File: src/rtl/la_iolib_pkg.sv
// Shared IO-library definitions: sequencer state encoding and a width helper.
package la_iolib_pkg;

    typedef enum logic [2:0] {
        ST_OFF     = 3'd0,
        ST_RAMP    = 3'd1,
        ST_WAIT_PG = 3'd2,
        ST_ON      = 3'd3,
        ST_DOWN    = 3'd4,
        ST_FAULT   = 3'd5
    } seq_state_e;

    // ceil(log2(n)) with a floor of one bit, so a one-segment ring still has an index
    function automatic int LA_CLOG2(input int n);
        return (n <= 2) ? 1 : $clog2(n);
    endfunction

endpackage

File: src/rtl/la_iopwrseq_timer.sv
// Loadable down-counter shared by the ramp, power-good and power-down waits.
module la_iopwrseq_timer #(
    parameter int CW = 8
) (
    input  logic          clk,
    input  logic          reset,
    input  logic          load,
    input  logic [CW-1:0] val,
    output logic          zero
);

    logic [CW-1:0] cnt;

    // load takes priority; otherwise count down and hold at zero
    always_ff @(posedge clk) begin
        if (reset) begin
            cnt <= '0;
        end else if (load) begin
            cnt <= val;
        end else if (cnt != '0) begin
            cnt <= cnt - 1'b1;
        end
    end

    assign zero = (cnt == '0);

endmodule

File: src/rtl/la_iopwrseq.sv
// IO-ring supply sequencer: ordered power-up with power-good checks,
// reverse-order power-down, and a sticky safe state on supply failure.
module la_iopwrseq
    import la_iolib_pkg::*;
#(
    parameter int NSEG = 4,
    parameter int CW   = 8
) (
    input  logic                      clk,
    input  logic                      reset,
    input  logic                      en,
    input  logic                      clr,
    input  logic [CW-1:0]             ramp_cycles,
    input  logic [CW-1:0]             pg_timeout,
    input  logic [NSEG-1:0]           pg,
    output logic [NSEG-1:0]           seg_en,
    output logic                      iso,
    output logic                      ready,
    output logic                      busy,
    output logic                      fault,
    output logic [LA_CLOG2(NSEG)-1:0] fault_seg
);

    localparam int             FSW  = LA_CLOG2(NSEG);
    localparam logic [FSW-1:0] LAST = FSW'(NSEG - 1);

    seq_state_e     state, state_n;
    logic [FSW-1:0] idx, idx_n, idx_inc, low0, fault_seg_n;
    logic [CW-1:0]  r_lat, r_lat_n, t_lat, t_lat_n, tval, down_wait;
    logic [NSEG-1:0] seg_en_n;
    logic           tload, tzero;

    assign idx_inc = idx + 1'b1;
    // a zero ramp still spaces power-down clears by one cycle
    assign down_wait = (r_lat == '0) ? '0 : r_lat - 1'b1;

    // lowest segment whose power-good is currently low
    always_comb begin
        low0 = '0;
        for (int k = NSEG - 1; k >= 0; k--) begin
            if (!pg[k]) low0 = FSW'(k);
        end
    end

    la_iopwrseq_timer #(.CW(CW)) u_timer (
        .clk  (clk),
        .reset(reset),
        .load (tload),
        .val  (tval),
        .zero (tzero)
    );

    // next-state, segment-enable and timer-load decisions
    always_comb begin
        state_n     = state;
        idx_n       = idx;
        r_lat_n     = r_lat;
        t_lat_n     = t_lat;
        seg_en_n    = seg_en;
        fault_seg_n = fault_seg;
        tload       = 1'b0;
        tval        = '0;
        case (state)
            ST_OFF: begin
                if (en) begin
                    r_lat_n  = ramp_cycles;
                    t_lat_n  = pg_timeout;
                    seg_en_n = NSEG'(1);
                    idx_n    = '0;
                    tload    = 1'b1;
                    if (ramp_cycles == '0) begin
                        state_n = ST_WAIT_PG;
                        tval    = pg_timeout;
                    end else begin
                        state_n = ST_RAMP;
                        tval    = ramp_cycles - 1'b1;
                    end
                end
            end
            ST_RAMP: begin
                if (!en) begin
                    state_n = ST_DOWN;
                    tload   = 1'b1;
                end else if (tzero) begin
                    state_n = ST_WAIT_PG;
                    tload   = 1'b1;
                    tval    = t_lat;
                end
            end
            ST_WAIT_PG: begin
                if (pg[idx] && en) begin
                    if (idx == LAST) begin
                        state_n = ST_ON;
                    end else begin
                        seg_en_n[idx_inc] = 1'b1;
                        idx_n             = idx_inc;
                        tload             = 1'b1;
                        if (r_lat == '0) begin
                            tval = t_lat;
                        end else begin
                            state_n = ST_RAMP;
                            tval    = r_lat - 1'b1;
                        end
                    end
                end else if (!pg[idx] && tzero) begin
                    state_n     = ST_FAULT;
                    fault_seg_n = idx;
                end else if (!en) begin
                    state_n = ST_DOWN;
                    tload   = 1'b1;
                end
            end
            ST_ON: begin
                if (pg != '1) begin
                    state_n     = ST_FAULT;
                    fault_seg_n = low0;
                end else if (!en) begin
                    state_n = ST_DOWN;
                    tload   = 1'b1;
                end
            end
            ST_DOWN: begin
                if (tzero) begin
                    if (seg_en == '0) begin
                        state_n = ST_OFF;
                    end else begin
                        seg_en_n[idx] = 1'b0;
                        if (idx != '0) idx_n = idx - 1'b1;
                        tload = 1'b1;
                        tval  = down_wait;
                    end
                end
            end
            ST_FAULT: begin
                if (clr && !en) state_n = ST_OFF;
            end
            default: state_n = ST_OFF;
        endcase
        if (state_n == ST_FAULT) seg_en_n = '0;
    end

    // state and registered outputs
    always_ff @(posedge clk) begin
        if (reset) begin
            state     <= ST_OFF;
            idx       <= '0;
            r_lat     <= '0;
            t_lat     <= '0;
            seg_en    <= '0;
            iso       <= 1'b1;
            ready     <= 1'b0;
            busy      <= 1'b0;
            fault     <= 1'b0;
            fault_seg <= '0;
        end else begin
            state     <= state_n;
            idx       <= idx_n;
            r_lat     <= r_lat_n;
            t_lat     <= t_lat_n;
            seg_en    <= seg_en_n;
            iso       <= (state_n != ST_ON);
            ready     <= (state_n == ST_ON);
            busy      <= (state_n == ST_RAMP) || (state_n == ST_WAIT_PG) || (state_n == ST_DOWN);
            fault     <= (state_n == ST_FAULT);
            fault_seg <= fault_seg_n;
        end
    end

endmodule

File: config.mk
export PLATFORM = sky130hd
export DESIGN_NAME = la_iopwrseq
export DESIGN_NICKNAME = d
export VERILOG_FILES = /design/src/rtl/la_iolib_pkg.sv /design/src/rtl/la_iopwrseq_timer.sv /design/src/rtl/la_iopwrseq.sv
export SDC_FILE = /design/constraint.sdc
export NUM_CORES = 1
export LEC_CHECK = 0
export ABC_CLOCK_PERIOD_IN_PS = 2900
export CAP_MARGIN = 5
export CORE_MARGIN = 2
export CORE_UTILIZATION = 36
export DETAILED_ROUTE_END_ITERATION = 10
export PLACE_DENSITY = 0.65
export SLEW_MARGIN = 10
export SYNTH_ARGS = -nofsm -noshare
export SYNTH_HDL_FRONTEND = slang
export SYNTH_SLANG_ARGS = --single-unit
File: constraint.sdc
create_clock -name clk -period 2.9 [get_ports clk]
set_input_delay 0.435 -clock clk [delete_from_list [all_inputs] [get_ports clk]]
set_output_delay 0.435 -clock clk [all_outputs]
set_load 0.02 [all_outputs]
### I/O nets highlighted, run 1

Scale bar: 20 µm.
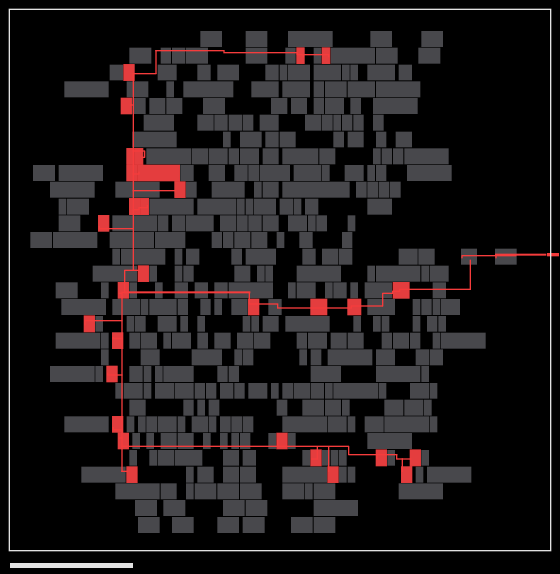
`reset`: marked red, bits 1, direction input, edge right, end cells 30, buffers 2, wire 283 µm.
IO Pins: 34
port bufs: 33

### Routed metal, one color a layer, run 1

Only two layers are drawn.
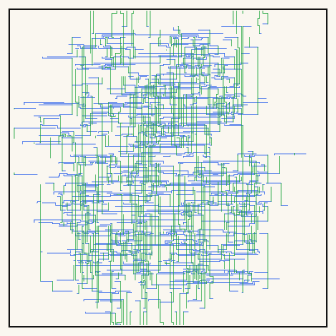
met1: marked blue, wire length 3,350 µm. met2: marked green, wire length 3,050 µm.
GRT Total Usage: 18.8%
Routed WL: 6.80 mm
DR vias: 2,539
drt wl/cell: 14.2 µm

### The clock network, run 1

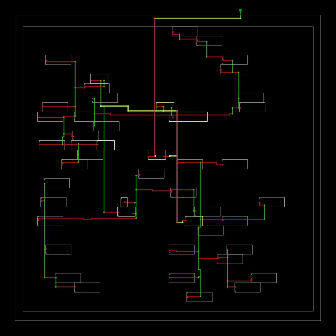
CTS Buf Count: 5
Clock group: 489 µW
Clk Latency, worst-skew pair: 0.30 ns
clk_skew: 0.00828 ns
clock buffers: 6

run 1: placed cells by master, fill, tap and decap left out, drive strengths merged, types with 6 or more instances in the layout:
cell type and n:
a21oi 34, a221oi 6, buf 21, clkbuf 6
clkdlybuf4s50 33, dfxtp 39, ha 10, inv 11
nand2 63, nor2 25, nor3 22, nor4 8
o21ai 18, xor2 8
run 1: power groups by stage:
| stage | clock network [mW] | registers, mW | logic, mW |
|---|---|---|---|
| final | 0.489 | 0.744 | 1.10 |
| after global placement | 0 | 0.753 | 1.07 |
| after detailed placement | 0 | 0.754 | 1.08 |
| after global routing | 0.515 | 0.763 | 1.24 |
| after CTS | 0.493 | 0.743 | 1.09 |
| after floorplan | 0 | 0.745 | 0.836 |
==> run summary, run 1 <==
clk root buf -> clkbuf_8
Largest regs -> r_lat x8, t_lat x8, u_timer.cnt x8
hold buffer count at CTS -> 0
DP Wirelength -> 5.15 mm
post-synthesis mux area share -> 1.69%
post-CTS sizing -> 0
Layout fillers -> 661
status -> complete, no violations
drt first pass iters -> 4
slowest cell on the critical path -> or4_1
Synth Area in Compound Gates -> 22.2%
Non-clock inverters -> 11
HP Start -> t_lat[2]$_SDFFE_PP0P_
tool warnings -> 32
Critical Path RT -> 3.08 ns
floorplan core density -> 37.1%
Synth Area in Adders -> 4.97%
Slew HR -> 42.7%
logic gate share of total power -> 47.1%
Met3 Routed Length -> 318 µm
Final clock-cell share -> 3.70%
Worst path top cell family by delay -> simple AND/OR/NAND/NOR gates
Crit Path Category -> input port to register
Non-Filler Instances -> 477
Layout non-clock buf frac -> 15.4%
Clock Power Share -> 21.0%
r2r setup slk -> 0.41 ns
yosys stat area -> 2520 µm²
CTS Sinks -> 39
Unique cell types -> 54
CP Capture Type -> register
sw power -> 946 µW
vias in the first global route -> 2,370
row count -> 30
Critical Path Start Type -> input port
Buf/Inv on CP -> 3
list of most frequent post-synthesis cells -> 63 x nand2_1, 39 x dfxtp_1, 34 x a21oi_1, 24 x nor2_1, 21 x nor3_1
Sequential Power Share -> 31.9%
dpl cells -> 469
Max clock buf depth -> 2
grt ovf -> 0
final hold slack -> 0.463 ns
chip area -> 7690 µm²
fraction of area in multi-input gates -> 51.3%
Antenna Cells -> 0
DR DRC count -> 0
DP Worst Slack -> -0.0628 ns
reg-to-reg endpoint -> u_timer.cnt[7]$_SDFFE_PP0P_
Fmax -> 377 MHz
cycle use final -> 91.4%
final net count -> 414
crit path cell chain -> clkdlybuf4s50_1 > inv_1 > ha_1 > or4b_4 > or4_1 > buf_4 > nor2_1 > a211oi_1 > nor4_1 > a211oi_1
cell count after synthesis -> 334
fin util -> 46.8%
GPL Wtd Cong -> 0.870
Worst-path clk slew -> 0.08 ns
Area-dominant class -> combinational gates
Yosys reg bits -> 39
layout cells sized above 1 -> 11.0%
register area share after synthesis -> 31.0%
Worst Path Max Fanout -> 8
Reg area -> 781 µm²
Synth area leaders -> dfxtp_1 31%, nand2_1 9.4%, a21oi_1 6.8%
CTS tree -> built
starting DRC count in detailed routing -> 273
hold depth -> 2
Synth async-reset ratio -> 0%
met1 GRT Util -> 26.8%
DIE WIDTH -> 87.7 µm
largest family of logic cells by area -> simple AND/OR/NAND/NOR gates
Sw Ratio -> 40.6%
reg2reg start -> u_timer.cnt[0]$_SDFFE_PP0P_
Critical Path Most Common Cell -> a211oi_1
Via density -> 5.32
Post-synth EDFFs -> 0
Syn-to-layout area delta -> 26.1%
Pwr Density -> 733 nW/µm²
global routing met2 resource utilization -> 29.2%
Multi-In Gates -> 269
Core ar. -> 6790 µm²
post-synth top area share -> 31.0%
CP Capture Point -> u_timer.cnt[1]$_SDFFE_PP0P_
fin. max-slew vios -> 0
Commonest flop -> dfxtp_1
Worst EP arrival -> 2.83 ns
IR drop worst, VDD -> 0.309 mV
count leader, synth -> nand2_1
Design Area, Final -> 3180 µm²
yosys warning tally -> 0
Logic area -> 1630 µm²
Crit path largest cell delay -> 0.52 ns
Highest Signal Layer -> met4
Tapcells -> 96
ys cells -> 334
### Close-up of the layout, run 1

Region (2, 46) to (42, 86) µm. Cells in gray, sequential cells in the stronger gray; small squares are vias.
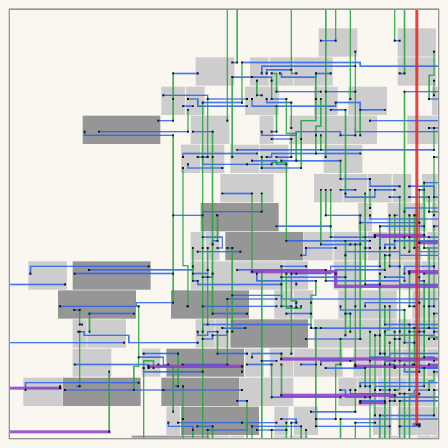

==> inputs of run 2 (changes only) <==
--- a/config.mk
+++ b/config.mk
@@ -10,8 +10,8 @@
 export CORE_MARGIN = 2
 export CORE_UTILIZATION = 36
 export DETAILED_ROUTE_END_ITERATION = 10
+export MAX_ROUTING_LAYER = met4
 export PLACE_DENSITY = 0.65
-export SLEW_MARGIN = 10
 export SYNTH_ARGS = -nofsm -noshare
 export SYNTH_HDL_FRONTEND = slang
 export SYNTH_SLANG_ARGS = --single-unit
### Close-up of the layout, run 2

Region (2, 46) to (42, 86) µm. Cells in gray, sequential cells in the stronger gray; small squares are vias.
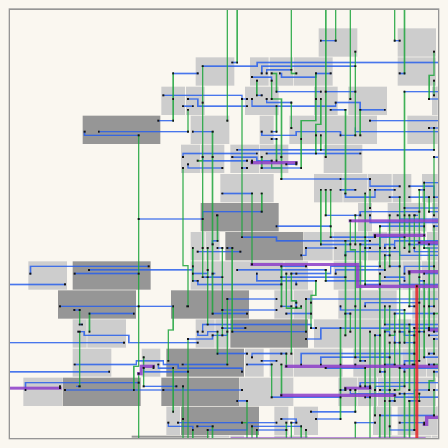
met1: marked blue. met2: marked green. met3: marked purple. met4: marked red.
Netlist names of flops here include `state` (3), `fault_seg` (2). 83 logic cells have their middle in the window. Sequential cells in the window: 11. Most frequent: clkdlybuf4s50_1 (12), dfxtp_1 (11), nor3_1 (8).

==> run 2 against run 1 <==
- critical endpoint unchanged
- via count is essentially flat
- combinational power is essentially flat
- area after synthesis is the same
- die area is the same
- register-to-register slack is essentially flat
- flip-flop count is the same
- final cell count is the same
- critical path depth is the same
- highest routed layer unchanged
- core utilization is the same
==> run summary, run 2 <==
CTS tree -> built
Clk Latency, worst-skew pair -> 0.30 ns
vias in the first global route -> 2,365
Worst EP arrival -> 2.83 ns
Antenna Cells -> 0
crit path cell chain -> clkdlybuf4s50_1 > inv_1 > ha_1 > or4b_4 > or4_1 > buf_4 > nor2_1 > a211oi_1 > nor4_1 > a211oi_1
Critical Path Most Common Cell -> a211oi_1
Final clock-cell share -> 3.70%
Sequential Power Share -> 31.9%
layout cells sized above 1 -> 11.0%
Met3 Routed Length -> 275 µm
Pwr Density -> 733 nW/µm²
IR drop worst, VDD -> 0.310 mV
GRT Total Usage -> 19.4%
fin. max-slew vios -> 0
logic gate share of total power -> 47.2%
hold buffer count at CTS -> 0
cell count after synthesis -> 334
GPL Wtd Cong -> 0.884
status -> complete, no violations
Tapcells -> 96
Crit path largest cell delay -> 0.51 ns
Unique cell types -> 54
r2r setup slk -> 0.40 ns
Highest Signal Layer -> met4
post-synth top area share -> 31.0%
Area-dominant class -> combinational gates
Synth async-reset ratio -> 0%
list of most frequent post-synthesis cells -> 63 x nand2_1, 39 x dfxtp_1, 34 x a21oi_1, 24 x nor2_1, 21 x nor3_1
DR vias -> 2,541
yosys warning tally -> 0
CP Capture Type -> register
Yosys reg bits -> 39
Synth Area in Compound Gates -> 22.2%
CTS Buf Count -> 5
Fmax -> 377 MHz
Non-clock inverters -> 11
global routing met2 resource utilization -> 29.1%
tool warnings -> 32
sw power -> 944 µW
top power group -> combinational logic
Multi-In Gates -> 269
ys cells -> 334
comb pwr -> 1.10 mW
Routed WL -> 6.77 mm
grt ovf -> 0
Logic area -> 1630 µm²
chip area -> 7690 µm²
DR DRC count -> 0
yosys stat area -> 2520 µm²
clk root buf -> clkbuf_8
Worst-path clk slew -> 0.08 ns
DP Worst Slack -> -0.0628 ns
Worst Path Max Fanout -> 8
clock buffers -> 6
register area share after synthesis -> 31.0%
hold depth -> 2
drt first pass iters -> 5
Synth area leaders -> dfxtp_1 31%, nand2_1 9.4%, a21oi_1 6.8%
Slew HR -> 42.1%
met1 GRT Util -> 27.0%
Reg area -> 781 µm²
fin util -> 46.8%
reg2reg start -> u_timer.cnt[2]$_SDFFE_PP0P_
Critical Path Start Type -> input port
Clock Power Share -> 20.9%
Synth Area in Adders -> 4.97%
slowest cell on the critical path -> or4_1
Max clock buf depth -> 2
Commonest Layout Cell -> nand2_1
Commonest flop -> dfxtp_1
sequential logic power -> 744 µW
largest family of logic cells by area -> simple AND/OR/NAND/NOR gates
final net count -> 414
DP Wirelength -> 5.15 mm
IO Pins -> 34
post-CTS sizing -> 0
DIE WIDTH -> 87.7 µm
reg-to-reg endpoint -> u_timer.cnt[7]$_SDFFE_PP0P_
Layout fillers -> 661
### The clock network, run 2

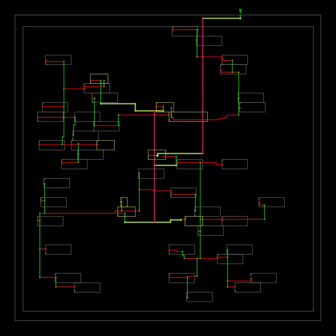
clk_skew: 0.00936 ns
CTS Sinks: 39
Clock group: 487 µW
Flops: 39

run 2: cell counts in the layout (fill, tap and decap cells not counted):
No cell type changed its count.
run 2: stage by stage:
| step | power, mW | std cells | area [µm²] | setup TNS [ns] |
|---|---|---|---|---|
| floorplan | 1.58 | 334 | 2520 | 0 |
| global placement | 1.83 | 469 | 3060 | 0 |
| detailed placement | 1.84 | 469 | 3060 | -0.208 |
| CTS | 2.33 | 477 | 3180 | 0 |
| global route | 2.52 | 477 | 3180 | 0 |
| finish | 2.33 | 477 | 3180 | 0 |
run 2: worst max-delay path: cells and delay by family:
kind,cells,cell delay [ns]
buffers and inverters,3,0.69
AOI/OAI and AO/OA,2,0.17
adders and majority gates,1,0.17
and+or+nand+nor,4,1.36
### Where the registers sit, run 2

Scale bar: 20 µm. Other sequential cells in the stronger gray, the rest of the logic in the fainter gray.
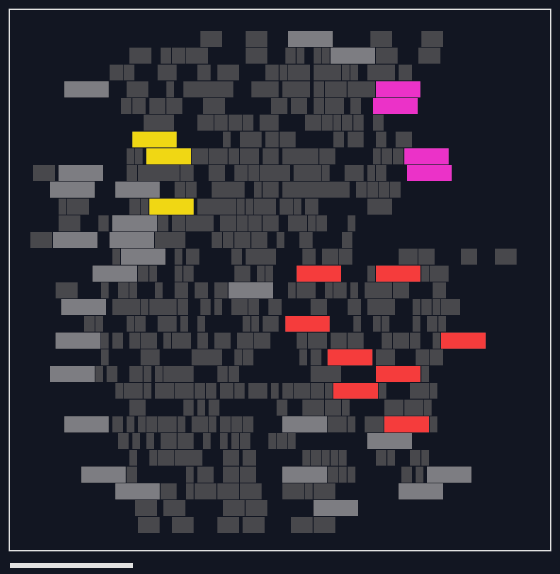

==> inputs of run 3 (changes only) <==
--- a/config.mk
+++ b/config.mk
@@ -5,7 +5,7 @@
 export SDC_FILE = /design/constraint.sdc
 export NUM_CORES = 1
 export LEC_CHECK = 0
-export ABC_CLOCK_PERIOD_IN_PS = 2900
+export ABC_CLOCK_PERIOD_IN_PS = 2500
 export CAP_MARGIN = 5
 export CORE_MARGIN = 2
 export CORE_UTILIZATION = 36
==> constraint.sdc (replaced) <==
create_clock -name clk -period 2.5 [get_ports clk]
set_input_delay 0.375 -clock clk [delete_from_list [all_inputs] [get_ports clk]]
set_output_delay 0.375 -clock clk [all_outputs]
set_load 0.02 [all_outputs]
### Where the registers sit, run 3

Scale bar: 20 µm. Other sequential cells in the stronger gray, the rest of the logic in the fainter gray.
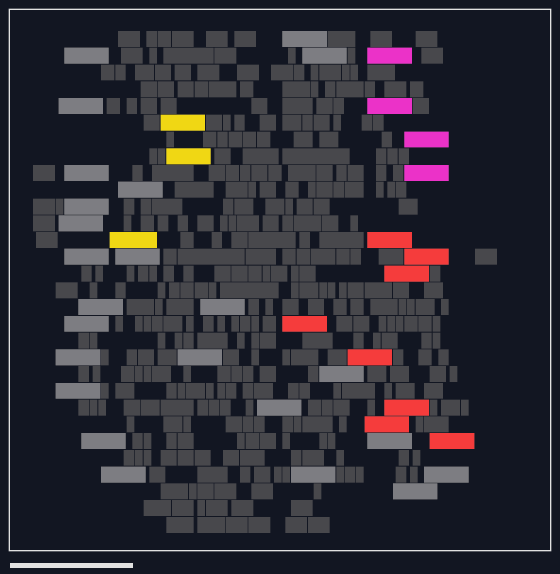
`seg_en`: marked magenta, placed flops 4, where top right. `u_timer.cnt`: marked red, placed flops 8. `state`: marked yellow, placed flops 3.
fin util: 49.8%
sequential cell area share: 23.1%
sequential logic power: 865 µW

### The clock network, run 3

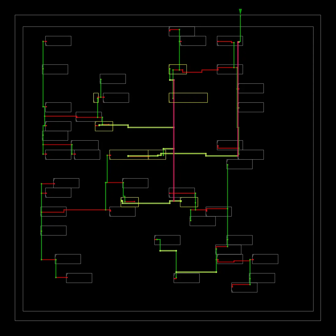
clk_skew: 0.0121 ns
Clock group: 627 µW

==> run 3 against run 2 <==
- flip-flop count is the same
- cell area rose by 6.5%
- count of clock-buffer cells in the layout unchanged
- non-clock buffer count increased by 15
- register-to-register slack worse by 0.23 ns
- area after synthesis stayed put
- first-iteration DRC count fell by 8.8%
==> run summary, run 3 <==
final hold slack -> 0.461 ns
Non-clock inverters -> 11
Commonest flop -> dfxtp_1
Synth area leaders -> dfxtp_1 31%, nand2_1 9.4%, a21oi_1 6.8%
Tapcells -> 96
CTS Buf Count -> 5
DIE WIDTH -> 87.7 µm
Post-Route Setup TNS -> 0 ns
vias in the first global route -> 2,496
status -> complete, no violations
clock buffers -> 6
Core ar. -> 6790 µm²
Synth async-reset ratio -> 0%
CP Capture Type -> register
register area share after synthesis -> 31.0%
list of most frequent post-synthesis cells -> 63 x nand2_1, 39 x dfxtp_1, 34 x a21oi_1, 24 x nor2_1, 21 x nor3_1
Critical Path RT -> 2.67 ns
Sequential Power Share -> 29.8%
Unique cell types -> 54
Final clock-cell share -> 3.92%
CTS tree -> built
Placed Area -> 3180 µm²
P_int -> 1.77 mW
Pwr Density -> 859 nW/µm²
GRT Total Usage -> 19.6%
Clock Power Share -> 21.6%
Design Area, Final -> 3390 µm²
Crit Path Category -> input port to register
fin. max-slew vios -> 0
Routed WL -> 7.12 mm
comb pwr -> 1.41 mW
hold buffer count at CTS -> 0
port bufs -> 33
layout cells sized above 1 -> 16.4%
Syn-to-layout area delta -> 34.4%
DP Wirelength -> 5.34 mm
Max clock buf depth -> 2
drt first pass iters -> 4
count leader, synth -> nand2_1
floorplan core density -> 37.1%
Commonest Layout Cell -> nand2_1
fraction of area in multi-input gates -> 49.8%
Synth Area in Compound Gates -> 22.2%
post-synthesis mux area share -> 1.69%
starting DRC count in detailed routing -> 271
CTS Sinks -> 39
cell count after synthesis -> 334
clk root buf -> clkbuf_8
Crit path largest cell delay -> 0.54 ns
Synth Area in Adders -> 4.97%
Critical Path Start Type -> input port
GPL Wtd Cong -> 0.863
ys cells -> 334
Yosys reg bits -> 39
Fmax -> 418 MHz
Logic area -> 1690 µm²
yosys stat area -> 2520 µm²
row count -> 30
Highest Signal Layer -> met4
Non-Filler Instances -> 492
DR DRC count -> 0
Reg area -> 782 µm²
IR drop worst, VDD -> 0.384 mV
IO Pins -> 34
global routing met2 resource utilization -> 30.0%
cycle use final -> 95.6%
Largest regs -> r_lat x8, t_lat x8, u_timer.cnt x8
Flops -> 39
sw power -> 1.14 mW
Area-dominant class -> combinational gates
drt wl/cell -> 14.5 µm
grt ovf -> 0
largest family of logic cells by area -> simple AND/OR/NAND/NOR gates
Worst EP arrival -> 2.56 ns
met1 GRT Util -> 26.7%
yosys warning tally -> 0
chip area -> 7690 µm²
most common logic cells in the final layout -> 63 x nand2_1, 38 x dfxtp_1, 35 x buf_4
tool warnings -> 32
DP Worst Slack -> -0.385 ns
post-CTS sizing -> 1
Buf/Inv on CP -> 2
## run 3: cell types whose count changed in the layout (fill, tap and decap cells not counted), sizes merged
cell | before | now
clkinv | 1 | 0
dlymetal6s2s | 0 | 4
bufinv | 1 | 2
clkdlybuf4s50 | 33 | 29
buf | 21 | 36
## run 3: worst paths after layout
path                                    start                     to  slack [ns]  cells past startpoint
setup / recovery               ramp_cycles[4]       ready$_SDFF_PP0_        0.11                      7
hold / removal          t_lat[1]$_SDFFE_PP0P_  t_lat[1]$_SDFFE_PP0P_        0.46                      2
setup reg to reg  u_timer.cnt[1]$_SDFFE_PP0P_         iso$_SDFF_PP1_        0.17                      8
hold reg to reg         t_lat[1]$_SDFFE_PP0P_  t_lat[1]$_SDFFE_PP0P_        0.46                      2
Power is estimated from default activity; no workload was simulated.
